Placement by cell class:
Bar = 50 µm. Fill, decap, tap and diode cells in grey.
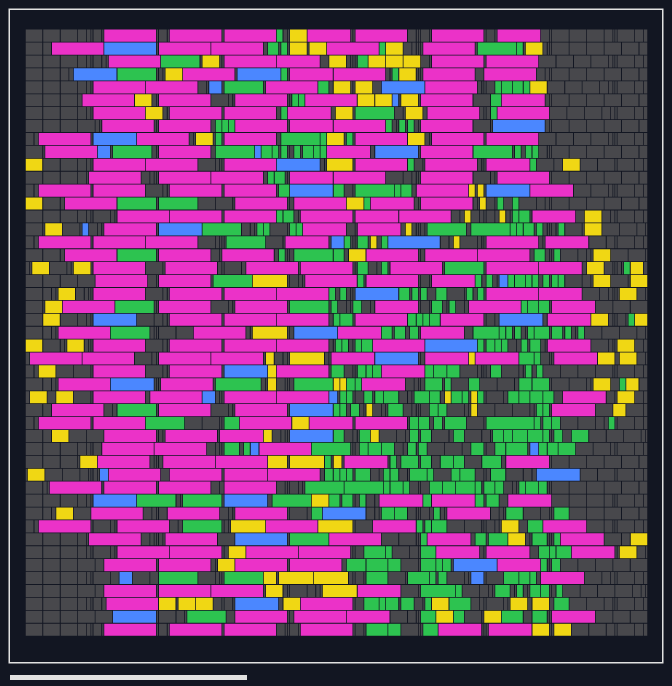
Clock distribution:
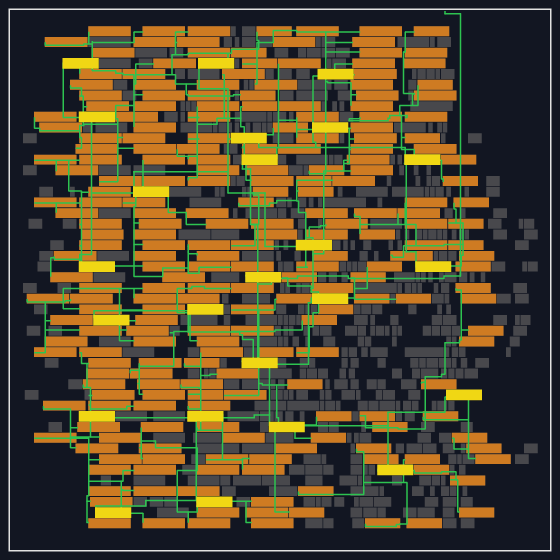
Design pe_packet_injector, sky130hd; sources not shown.
==> reports/summary.txt <==
Die area = 18,900 µm²
Crit-path max FO = 7
H-tree levels = 1
Register area = 6730 µm²
Mapped Cells = 595
Total power = 4630 µW
Wire per inst = 22.5 µm
Final period utilization = 0.544
Status = completed
Synthesized cell area = 9490 µm²
Slew @ Worst Pin = 0.928 ns
Count of input and output buffers = 79
Post-Layout Cell Count = 947
Setup TNS Final = 0 ns
Die X = 137 µm
Leak = 0.00415 µW
Worst hold path stage count = 1
Post-layout minimum cycle time = 4.46 ns
PwrDens = 401 nW/µm²
CP Cell Sequence = nor3_1 -> nand2b_1 -> clkdlybuf4s50_1
Top cells excl fill/tap = edfxtp_1, clkdlybuf4s50_1, nand2_1
DRC = 0
Hold Crit Class = flop to flop
## Picture notes: 'placement by cell class'
| colour | class | cells |
|---|---|---|
| yellow | other buffers and delay cells | 115 |
| blue | clock drivers and dummy loads | 44 |
| magenta | flops | 234 |
| green | combinational and other logic | 334 |
Core ar.: 16,800 µm²
Rows: 47
post-route cell area: 11,500 µm²

## Picture notes: 'clock distribution'
[orange] flip-flops | count: 234
[yellow] clock drivers | count: 24
[green] clock wires | length: 2,600 µm
flops lie: widely spread
Clock Latency Late Sink: 0.51 ns
Clk power: 1160 µW

-- cell type report --
type                    instances  share of cell area
plain buffers                  30              0.0180
clock buffers                  25              0.0542
clock inverters                19              0.0200
inverters                      18             0.00585
multi-input cells             316               0.217
flip-flops and latches        234               0.583
well taps                     220              0.0238
repair buffers                 85              0.0782
-- per-layer routing --
| layer | up-vias | GRT usage | wire [µm] |
|---|---|---|---|
| met3 | 52 | 0.0380 | 1550 |
| met1 | 2923 | 0.317 | 8490 |
| met4 | 0 | 0.0831 | 542 |
| met2 | 313 | 0.380 | 10700 |
| met5 | - | 0 | 0 |
| li1 | 2511 | - | - |
-- where the power goes --
part	total [µW]	internal, µW	switching, µW
sequential	1770	1620	152
clock	1160	712	452
combinational	1690	649	1040
Power and IR drop assume default switching activity.
